Routed metal, one colour a layer:
The bar under the picture is 20 microns long. Only two layers are drawn.
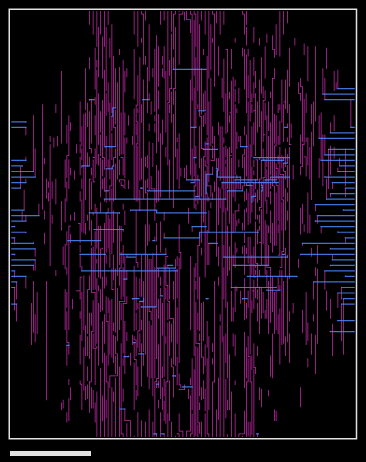
Clock wires, drivers and flops:
The bar under the picture is 20 microns long.
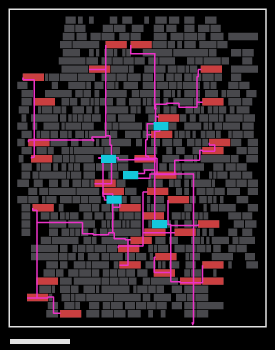
Where the registers sit:
The bar under the picture is 20 microns long. Other sequential cells in the stronger grey, the rest of the logic in the fainter grey.
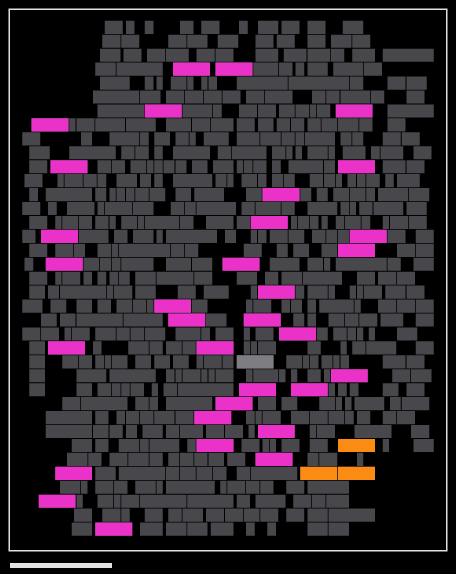
**src/rtl/if_adder.sv**
```systemverilog
// PC-relative target adder: combinational target plus carry/overflow/alignment
// flags, and a one-cycle registered copy qualified by in_valid.
module if_adder #(
  parameter int N          = 32,
  parameter int ALIGN_BITS = 2
) (
  input  logic         clk,
  input  logic         rst,
  input  logic [N-1:0] address,
  input  logic [N-1:0] imm_out,
  input  logic         in_valid,
  output logic [N-1:0] pc_signed_offset,
  output logic         carry_out,
  output logic         signed_overflow,
  output logic         misaligned,
  output logic [N-1:0] target_q,
  output logic [2:0]   flags_q,
  output logic         valid_q
);

  logic [N:0]   w_sum;
  logic         w_misaligned;
  logic [N-1:0] r_target;
  logic [2:0]   r_flags;
  logic         r_valid;

  // One extra bit on the sum gives the unsigned carry out of the MSB.
  assign w_sum            = {1'b0, address} + {1'b0, imm_out};
  assign pc_signed_offset = w_sum[N-1:0];
  assign carry_out        = w_sum[N];
  assign signed_overflow  = (address[N-1] == imm_out[N-1]) &&
                            (w_sum[N-1] != address[N-1]);

  generate
    if (ALIGN_BITS == 0) begin : g_no_align
      assign w_misaligned = 1'b0;
    end else begin : g_align
      assign w_misaligned = |w_sum[ALIGN_BITS-1:0];
    end
  endgenerate

  assign misaligned = w_misaligned;

  // Hold target/flags when idle so unknown inputs never reach the registers.
  always_ff @(posedge clk) begin
    if (rst) begin
      r_target <= '0;
      r_flags  <= '0;
      r_valid  <= 1'b0;
    end else if (in_valid) begin
      r_target <= w_sum[N-1:0];
      r_flags  <= {w_misaligned, signed_overflow, w_sum[N]};
      r_valid  <= 1'b1;
    end else begin
      r_valid  <= 1'b0;
    end
  end

  assign target_q = r_target;
  assign flags_q  = r_flags;
  assign valid_q  = r_valid;

endmodule

```
**config.mk**
```make
export PLATFORM = sky130hd
export DESIGN_NAME = if_adder
export DESIGN_NICKNAME = d
export VERILOG_FILES = /design/src/rtl/if_adder.sv
export SDC_FILE = /design/constraint.sdc
export NUM_CORES = 1
export LEC_CHECK = 0
export ABC_AREA = 0
export ABC_CLOCK_PERIOD_IN_PS = 2800
export CORE_ASPECT_RATIO = 1.25
export CORE_MARGIN = 2
export CORE_UTILIZATION = 40
export CTS_BUF_LIST = sky130_fd_sc_hd__clkbuf_8
export DETAILED_ROUTE_END_ITERATION = 10
export GPL_TIMING_DRIVEN = 0
export PLACE_DENSITY = 0.79
export SLEW_MARGIN = 20
export SYNTH_ARGS = -nofsm -noshare
export SYNTH_HDL_FRONTEND = slang
export SYNTH_SLANG_ARGS = --single-unit
```
**constraint.sdc**
```tcl
create_clock -name clk -period 2.8 [get_ports clk]
set_input_delay 0.28 -clock clk [delete_from_list [all_inputs] [get_ports clk]]
set_output_delay 0.28 -clock clk [all_outputs]
set_load 0.05 [all_outputs]
```
==> results_tabular.tex <==
% Generated from flow reports
\begin{tabular}{lr}
\hline
Metric & Value \\
\hline
\multicolumn{2}{l}{\textbf{Synthesis}} \\
\quad Seq share, synth & 21.9\% \\
\quad Post-synthesis share of cell area spent on and-or and or-and gates & between 20\% and 30\% \\
\quad Count of warnings emitted by yosys & 0 \\
\quad Avg Cell Area, Syn & 8.59 sq um \\
\quad Post-synthesis register bit count & 36 \\
\quad Simple-gate share of the synthesized area & 18.0\% \\
\quad Chip area line of the yosys report & around 0.0033 sq mm \\
\quad Library cell with the highest instance count after synthesis & nor2\_1 \\
\quad Prevailing logic family in the synthesized netlist & AND-OR/OR-AND gates \\
\multicolumn{2}{l}{\textbf{Clocking}} \\
\quad Number of buffers created by CTS & 5 \\
\quad Num Clock Sinks & 36 \\
\quad Post-CTS Hold Buffers & 0 \\
\multicolumn{2}{l}{\textbf{Final layout}} \\
\quad Most common cell after layout, fill and taps aside & clkdlybuf4s50\_1 \\
\quad Layout clock area frac & about 1.9\% \\
\quad Layout Nets & just under 700 \\
\quad Commonest cells after routing, fill and taps aside & clkdlybuf4s50\_1 (73), buf\_4 (47), buf\_6 (37), nor2\_1 (37), dfxtp\_1 (36) \\
\quad Top cell category & logic gates \\
\quad Layout buffer count excluding clock buffers & approximately 210 \\
\quad Synth-to-Final Area Change & 80.8\% \\
\quad Comb area share & 50.9\% \\
\quad Number of multi-input combinational cells in the layout & about 310 \\
\quad NonClk Buf Share & around a third \\
\multicolumn{2}{l}{\textbf{Worst setup path}} \\
\quad Launching point of the worst reg2reg path & target\_q[26] \\
\quad Worst setup path end & pc\_signed\_offset[30] \\
\quad Worst path required time & between 2 and 3 ns \\
\quad Chain of cells forming the critical path & buf\_6 > ha\_4 > fa\_2 > a21o\_1 > a221oi\_4 > o311a\_4 > buf\_6 > o21ai\_4 > a211oi\_4 > o21bai\_4 > a21boi\_4 > xnor2\_4 > buf\_6 \\
\quad Capture point of the worst reg-to-reg path & target\_q[26] \\
\quad Setup slack of the most critical reg-to-reg path & approximately 1.9 ns \\
\quad Critical path arrival & $\sim$2.8 ns \\
\quad Critical path origin & address[0] \\
\quad Most frequent cell on the critical path & buf\_6 \\
\quad Largest stage delay on the critical path & 0.38 ns \\
\multicolumn{2}{l}{\textbf{Final timing}} \\
\quad Final setup slack of the worst path & -0.243 ns \\
\quad Worst slack on hold paths & approximately 0.35 ns \\
\quad Final setup vio count & 9 \\
\quad Achievable Freq & 329 MHz \\
\quad Time the worst path needs with I/O delays and setup & between 3 and 4 ns \\
\quad Slew HR & 46.6\% \\
\quad Unrepaired setup endpoints after global routing & true \\
\quad Count of endpoints failing hold in the final timing report & 0 \\
\multicolumn{2}{l}{\textbf{Route}} \\
\quad Number of violations reported at the end of detailed-routing iteration 0 & 140 \\
\quad Number of design rule violations left after detail routing & 0 \\
\quad Number of detailed-route iterations in the first pass & 4 \\
\quad Met1 WL & between 4000 and 5000 microns \\
\quad Detailed-route vias per instance & between 5 and 6 \\
\quad Met2 layer wire length in the routed design & around 6400 microns \\
\quad Wire length on met3 & $\sim$630 microns \\
\quad Post-route ant nets & 0 \\
\multicolumn{2}{l}{\textbf{Global route}} \\
\quad Total grt overflow & 0 \\
\quad Met2 usage & about 46\% \\
\quad Routing layer with the top usage in global route & met2 \\
\quad Initial antenna violation count & 0 \\
\quad Met3 demand-to-capacity share in global routing & 3.52\% \\
\quad Tot GR Track Use & roughly a quarter \\
\multicolumn{2}{l}{\textbf{Die}} \\
\quad Die width & $\sim$85 microns \\
\quad Area of the core region & around 0.008 sq mm \\
\quad Number of well taps & 97 \\
\quad IO Count & 138 \\
\multicolumn{2}{l}{\textbf{Power and ir drop}} \\
\quad Power share of the sequential group & about a fifth \\
\quad Pwr dens & approximately 520 mW/mm\^{}2 \\
\quad Worst ir drop on vdd & approximately 320 uV \\
\quad Combinational gate power & between 2 and 2.5 mW \\
\quad P\_sw & approximately 1.5 mW \\
\quad Power Sequential & between 0.6 and 0.7 mW \\
\multicolumn{2}{l}{\textbf{Status}} \\
\quad Result of the run & complete, but fails checks \\
\quad Failing checks & setup timing \\
\multicolumn{2}{l}{\textbf{Hold path}} \\
\quad Hold Path Depth & 4 \\
\multicolumn{2}{l}{\textbf{Place}} \\
\quad Placement Cell Area & just under 0.005 sq mm \\
\quad Worst slack at placement & -1.48 ns \\
\quad Input/output buffers & $\sim$140 \\
\quad Number of placed cells counting well taps & between 600 and 700 \\
\hline
\end{tabular}
Notes on 'routed metal, one colour a layer' above:
- magenta: met2 (wire length 6,390 microns)
- blue: met3 (wire length 629 microns)

Notes on 'clock wires, drivers and flops' above:
- cyan: cells driving clock nets (count 5)
- red: flip-flops (count 36)
- magenta: clock wires (length 637 microns)
- routed clock nets: 6
Setup Skew: 0 ns
total clock network power: 0.488 mW
clock network fraction of total power: 15.8%
clock latency at the later pin of the worst-skew pair: 0.29 ns

Notes on 'where the registers sit' above:
- magenta: target_q (flops 32; where all over the die)
- orange: flags_q (flops 3)
Util after Layout: 73.4%
flop share of the area: 12.1%
footprint of the flip-flops and latches: 721 sq um

Power is estimated from default activity; no workload was simulated.
